`src/rtl/mips_io_port_if.sv`:
```
// mips_io_port_if: core load/store bus plus the PortOut valid/ready stream.
// The master side is the core and the external consumer; the slave side is the port.
interface mips_io_port_if;
    logic        MemWrite;
    logic        MemRead;
    logic [31:0] Address;
    logic [31:0] WriteData;
    logic [31:0] ReadData;
    logic        Hit;
    logic [31:0] PortOut;
    logic        PortOutValid;
    logic        PortOutReady;

    modport master (
        output MemWrite, MemRead, Address, WriteData, PortOutReady,
        input  ReadData, Hit, PortOut, PortOutValid
    );

    modport slave (
        input  MemWrite, MemRead, Address, WriteData, PortOutReady,
        output ReadData, Hit, PortOut, PortOutValid
    );
endinterface

```
`src/rtl/mips_io_port.sv`:
```
// mips_io_port: memory-mapped I/O port with a synchronized input register and an output FIFO.
// Define IO_DROP_COUNT_EN to count pushes dropped on a full FIFO (status bits [15:8]).
module mips_io_port #(
    parameter logic [31:0] OUT_ADDR    = 32'h1001_0024,
    parameter logic [31:0] IN_ADDR     = 32'h1001_0028,
    parameter logic [31:0] STATUS_ADDR = 32'h1001_002C,
    parameter int          FIFO_DEPTH  = 4
) (
    input logic           clk,
    input logic           reset,
    mips_io_port_if.slave bus,
    input logic [7:0]     PortIn,
    input logic           PortInStrobe
);
    localparam int AW = $clog2(FIFO_DEPTH);
    localparam logic [AW:0] FULL = (AW + 1)'(FIFO_DEPTH);

    // Word compare that still consumes every address bit.
    function automatic logic match(input logic [31:0] a, input logic [31:0] b);
        return ((a ^ b) & ~32'h3) == 32'h0;
    endfunction

    logic [7:0]    in_s1, in_s2, in_data, drop_field;
    logic          stb_s1, stb_s2, stb_s3, in_pending, overrun;
    logic [31:0]   mem [FIFO_DEPTH];
    logic [31:0]   head_next, status, port_out;
    logic [AW-1:0] rd_ptr, wr_ptr, rd_next;
    logic [AW:0]   count, count_next;
    logic          hit_out, hit_in, hit_status, rd_in, rd_status, stb_edge;
    logic          empty, full, push, pop, push_ok;

    always_comb begin
        hit_out      = match(bus.Address, OUT_ADDR);
        hit_in       = match(bus.Address, IN_ADDR);
        hit_status   = match(bus.Address, STATUS_ADDR);
        rd_in        = bus.MemRead && hit_in;
        rd_status    = bus.MemRead && hit_status;
        stb_edge     = stb_s2 && !stb_s3;
        empty        = count == '0;
        full         = count == FULL;
        pop          = !empty && bus.PortOutReady;
        push         = bus.MemWrite && hit_out;
        push_ok      = push && (!full || pop);
        rd_next      = pop ? rd_ptr + 1'b1 : rd_ptr;
        count_next   = count + (AW + 1)'(push_ok) - (AW + 1)'(pop);
        // A push landing in the slot that becomes the head bypasses the array.
        head_next    = (push_ok && rd_next == wr_ptr) ? bus.WriteData : mem[rd_next];
        status       = {16'h0, drop_field, 3'b0, empty, overrun, full, !empty, in_pending};
        bus.Hit      = hit_out || hit_in || hit_status;
        bus.ReadData = !bus.MemRead ? 32'h0 : hit_in ? {24'h0, in_data} : hit_status ? status : 32'h0;
        bus.PortOutValid = !empty;
        bus.PortOut  = port_out;
    end

    always_ff @(posedge clk or negedge reset)
        if (!reset) begin
            in_s1      <= '0;
            in_s2      <= '0;
            stb_s1     <= 1'b0;
            stb_s2     <= 1'b0;
            stb_s3     <= 1'b0;
            in_data    <= '0;
            in_pending <= 1'b0;
            overrun    <= 1'b0;
            rd_ptr     <= '0;
            wr_ptr     <= '0;
            count      <= '0;
            port_out   <= '0;
        end else begin
            in_s1      <= PortIn;
            in_s2      <= in_s1;
            stb_s1     <= PortInStrobe;
            stb_s2     <= stb_s1;
            stb_s3     <= stb_s2;
            if (stb_edge)
                in_data <= in_s2;
            // A new strobe edge wins over a same-cycle read clear.
            in_pending <= stb_edge || (in_pending && !rd_in);
            overrun    <= (stb_edge && in_pending) || (overrun && !rd_status);
            rd_ptr     <= rd_next;
            if (push_ok)
                wr_ptr <= wr_ptr + 1'b1;
            count      <= count_next;
            if (count_next != '0)
                port_out <= head_next;
        end

    always_ff @(posedge clk)
        if (push_ok)
            mem[wr_ptr] <= bus.WriteData;

`ifdef IO_DROP_COUNT_EN
    logic [7:0] drop_cnt;
    always_ff @(posedge clk or negedge reset)
        if (!reset)
            drop_cnt <= '0;
        else if (rd_status)
            drop_cnt <= '0;
        else if (push && !push_ok && drop_cnt != 8'hFF)
            drop_cnt <= drop_cnt + 8'd1;
    assign drop_field = drop_cnt;
`else
    assign drop_field = 8'h0;
`endif

    a_count_bound: assert property (@(posedge clk) disable iff (!reset) count <= FULL);
endmodule

```
`src/flat_wrapper.sv`:
```
// flat-port wrapper written by rule: the top's interface ports become plain ports
module mips_io_port_flat 
#(
    parameter logic [31:0] OUT_ADDR    = 32'h1001_0024,
    parameter logic [31:0] IN_ADDR     = 32'h1001_0028,
    parameter logic [31:0] STATUS_ADDR = 32'h1001_002C,
    parameter int          FIFO_DEPTH  = 4
)
  (clk, reset, PortIn, PortInStrobe, bus_MemWrite, bus_MemRead, bus_Address, bus_WriteData, bus_PortOutReady, bus_ReadData, bus_Hit, bus_PortOut, bus_PortOutValid);
  mips_io_port_if bus_i ();
  input logic clk;
  input logic reset;
  input logic [7:0] PortIn;
  input logic PortInStrobe;
  input wire logic [$bits(bus_i.MemWrite)-1:0] bus_MemWrite;
  input wire logic [$bits(bus_i.MemRead)-1:0] bus_MemRead;
  input wire logic [$bits(bus_i.Address)-1:0] bus_Address;
  input wire logic [$bits(bus_i.WriteData)-1:0] bus_WriteData;
  input wire logic [$bits(bus_i.PortOutReady)-1:0] bus_PortOutReady;
  output wire logic [$bits(bus_i.ReadData)-1:0] bus_ReadData;
  output wire logic [$bits(bus_i.Hit)-1:0] bus_Hit;
  output wire logic [$bits(bus_i.PortOut)-1:0] bus_PortOut;
  output wire logic [$bits(bus_i.PortOutValid)-1:0] bus_PortOutValid;
  assign bus_i.MemWrite = bus_MemWrite;
  assign bus_i.MemRead = bus_MemRead;
  assign bus_i.Address = bus_Address;
  assign bus_i.WriteData = bus_WriteData;
  assign bus_i.PortOutReady = bus_PortOutReady;
  assign bus_ReadData = bus_i.ReadData;
  assign bus_Hit = bus_i.Hit;
  assign bus_PortOut = bus_i.PortOut;
  assign bus_PortOutValid = bus_i.PortOutValid;
  mips_io_port #(.OUT_ADDR(OUT_ADDR), .IN_ADDR(IN_ADDR), .STATUS_ADDR(STATUS_ADDR), .FIFO_DEPTH(FIFO_DEPTH)) u_core (.clk(clk), .reset(reset), .bus(bus_i), .PortIn(PortIn), .PortInStrobe(PortInStrobe));
endmodule
```
`config.mk`:
```
export PLATFORM = sky130hd
export DESIGN_NAME = mips_io_port_flat
export DESIGN_NICKNAME = d
export VERILOG_FILES = /design/src/rtl/mips_io_port_if.sv /design/src/rtl/mips_io_port.sv /design/src/flat_wrapper.sv
export SDC_FILE = /design/constraint.sdc
export NUM_CORES = 1
export LEC_CHECK = 0
export ABC_AREA = 1
export CORE_MARGIN = 1.5
export CORE_UTILIZATION = 30
export DETAILED_ROUTE_END_ITERATION = 7
export PLACE_DENSITY = 0.56
export RECOVER_POWER = 50
export SYNTH_ARGS = -nofsm -noshare
export SYNTH_HDL_FRONTEND = slang
export SYNTH_SLANG_ARGS = --single-unit
```
`constraint.sdc`:
```
create_clock -name clk -period 7.75 [get_ports clk]
set_input_delay 2.325 -clock clk [delete_from_list [all_inputs] [get_ports clk]]
set_output_delay 2.325 -clock clk [all_outputs]
set_load 0.005 [all_outputs]
```
Signal wires on met3:
Scale: 3 px per um.
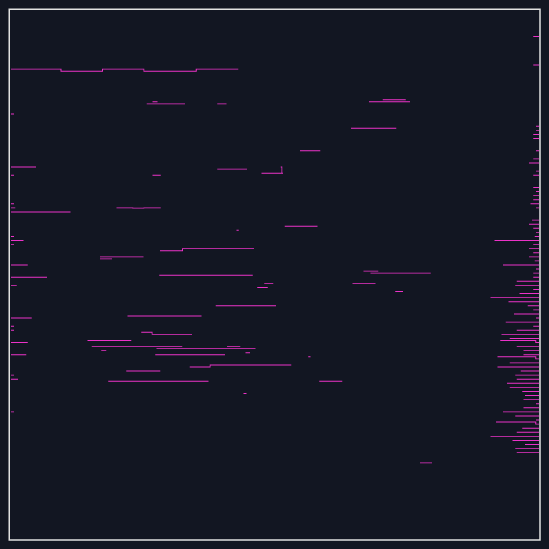
- share of all routed wire: 4.9%
- longest straight run: 33.1 um
- wire length on this layer: 1030 um
- main direction: horizontal
total wire length: 21000 um
M3 GR Usage: 0.0256
count of vias placed by the detailed router: 6241

Sequential cells colored by netlist name:
Scale: 2 px per um. Other sequential cells in the stronger gray, the rest of the logic in the fainter gray.
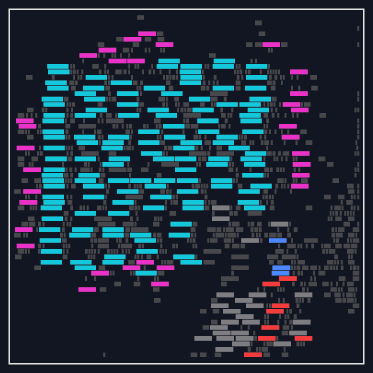
- `u_core.in_data`: red (flops 8; where lower right)
- `u_core.count`: blue (flops 3)
- `u_core.bus.PortOut`: magenta (flops 32; where widely spread)
- `u_core.mem`: cyan (flops 128)
- not colored: 25

Clock wiring as the flow saved it:
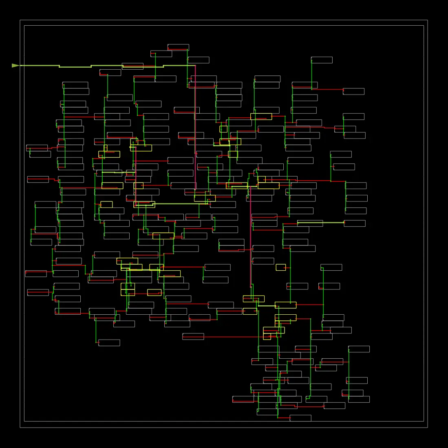
clock network power consumption: 881 uW
number of flip-flops and latches: 196
Sinks on Clock Net: 196
clock latency at the later pin of the worst-skew pair: 430 ps
worst setup skew after layout: 11.9 ps

Signal metal coverage by tile:
Scale: 2 px per um. The die is cut into 35 by 35 equal tiles; black is low, pale yellow is high, scaled to the fullest tile. Values are wire area over tile area, all layers added.
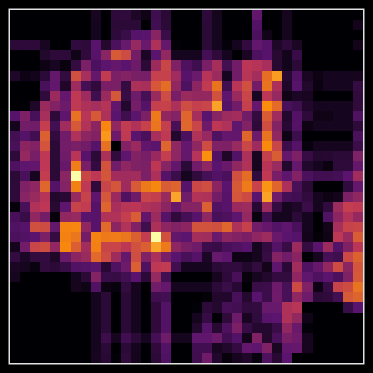
- fullest tile: 0.46
- tiles over half the peak: 13%
- nearly empty tiles: 22%
- emptiest ninth of the die: lower left
- mean over tiles: 0.11
wire length per cell after detailed routing: 14.7 um
overall routing resource usage: 0.138

Cells by drive strength:
Scale: 3 px per um.
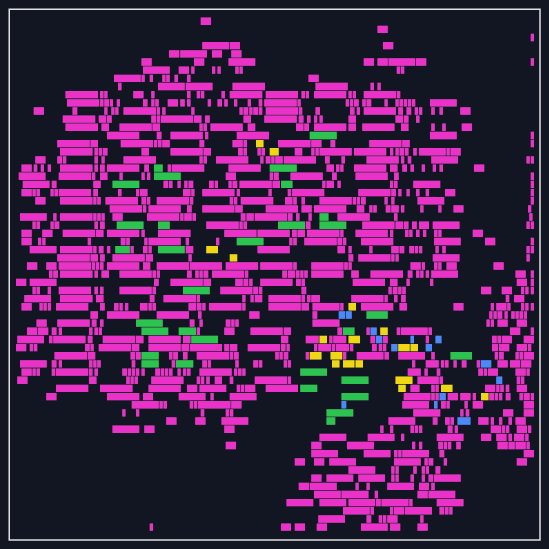
- drive 6 and up: green (cells 31; most used clkbuf_16)
- drive 2: blue (cells 14; most used nand2_2)
- drive 1 or less: magenta (cells 966; most used nand2_1)
- drive 3 to 4: yellow (cells 19; most used buf_4)

==> impl_metrics.ini <==
; generated from flow reports
[setup_path]
worst_setup_path_end_kind = output port
criticalPathCategory = input pin to output port
required_ps = 5430
timing.rr.end = u_core.bus.PortOut[4]

[yosys]
edf_count = 128
synth.yosys.chip_area_sq_mm = 0.00903
top_area_frac = 0.426
most_used_dff_post_synth = edfxtp_1
synthCells = 916
yosys.stat.seqShare = 0.614

[hold_path]
min_to = u_core.in_s2[5]
hold_path_depth = 0

[power]
net-switching-power_mw = 1.34
seq_power_share = 0.367
cell_internal_pwr_mw = 2.19
clkPwrFrac = 0.250

[final_layout]
final_net_count = 1102
finalCoreUtilization = 0.372
drive_above_1_share = 0.0621
num-fill-cells = 2971
layoutNonFillerInstCount = 1424

[timing]
timing_hold_violations_final = 0
post-route-period-util = 0.876
finalMaxSlewViolations = 69
period_needed_ps = 6790
fmax_ghz = 0.147
final_critical_path_setup_slack_ps = 958
maxSlewHeadroom = -1.66

[cts]
cts-hold-fix-buffers = 0
ctsHtreeMaxLevel = 4

[floorplan]
floorplan.rows = 63
die_x_um = 176
die_height_um = 176
count_of_boundary_i_o_pins = 144
fp.coreArea_sq_mm = 0.0296

[status]
violations_in_the_final_reports = capacitance limit, slew limit
status = finished with violations

[run]
max_cap_violations = 1

[global_route]
largest_net_degree_at_the_start_of_global_routing = 69
number_of_antenna_violations_at_the_first_check_in_global_routing = 5

[routing]
drtIter0Drc = 309
==> power by group through the flow <==
stage	Clock, mW	Sequential, mW	Combinational [mW]
after CTS	0.901	1.30	1.39
after global routing	0.943	1.31	1.55
after global placement	0	1.32	1.37
final	0.881	1.29	1.35
after floorplan	0	1.32	0.898
after detailed placement	0	1.32	1.38
==> placed cells by master (no fill, tap or decap), types with 2 or more instances in the layout <==
master,netlist,routed
clkinv_8,0,5
inv_6,0,3
edfxtp_1,128,128
nor3_1,4,4
diode_2,0,4
inv_2,2,2
inv_8,0,3
nor2_2,2,2
nand2_1,307,307
clkbuf_16,0,17
ha_1,6,6
buf_4,36,10
inv_1,105,105
clkbuf_1,4,2
nor2_4,0,4
clkdlybuf4s50_1,0,75
nand3_1,112,112
o21ai_0,6,6
nor2_8,2,2
dlygate4sd3_1,0,41
nand2_4,3,3
nand2_2,7,7
nor2_1,22,18
nand3b_1,64,64
conb_1,1,24
dfrtp_1,68,68
==> state kept, by name, summed over array words and instances (netlist names) <==
register / flops
u_core.bus.PortOut: 32
u_core.wr_ptr: 2
u_core.stb_s3: 1
u_core.overrun: 1
u_core.in_s1: 8
u_core.stb_s2: 1
u_core.in_pending: 1
u_core.count: 3
u_core.in_s2: 8
u_core.in_data: 8
u_core.stb_s1: 1
u_core.mem: 128
u_core.rd_ptr: 2
==> final cells by class <==
type | instances | area [sq um] | area share
Tap cell | 390 | 488 | 0.0442
Clock inverter | 13 | 155 | 0.0141
Inverter | 107 | 402 | 0.0364
Multi-Input combinational cell | 568 | 2750 | 0.249
Timing Repair Buffer | 127 | 1240 | 0.112
Antenna cell | 4 | 10.0 | 0.000908
Sequential cell | 196 | 5550 | 0.503
Clock buffer | 19 | 443 | 0.0402
==> routing by layer <==
| layer | up-vias | part of all wire |
|---|---|---|
| li1 | 3103 | - |
| met1 | 2948 | 0.45 |
| met2 | 181 | 0.49 |
| met3 | 9 | 0.049 |
| met4 | 0 | 0.0065 |
| met5 | - | 0 |
==> worst max-delay path by stage <==
stage,from,slack [ps],to,cells past startpoint
6_report,bus_Address[8],960,bus_ReadData[6],8
5_1_grt,bus_Address[9],750,bus_ReadData[5],8
4_1_cts,bus_Address[8],940,bus_ReadData[6],8
3_5_place_dp,bus_Address[8],950,bus_ReadData[6],8
3_3_place_gp,bus_Address[8],950,bus_ReadData[7],8
2_1_floorplan,bus_Address[9],2070,bus_ReadData[5],6
==> worst max-delay path, stage by stage <==
cell and delay (ps):
clkdlybuf4s50_1 410, or2_1 230, nor3_1 230, inv_1 110, nor3b_2 350, nand2_1 190, nor2_1 120, clkdlybuf4s50_1 500
==> kinds of logic after synthesis <==
kind of cell	after synthesis	share of synthesized area
flip-flops	196	0.614
XOR/XNOR	2	0.00194
AND-OR/OR-AND	6	0.00333
other	1	0.000415
AND/OR/NAND/NOR	529	0.274
adder cells (fa/ha/maj)	7	0.0105
buffers and inverters	175	0.0950
Power is estimated from default activity; no workload was simulated.
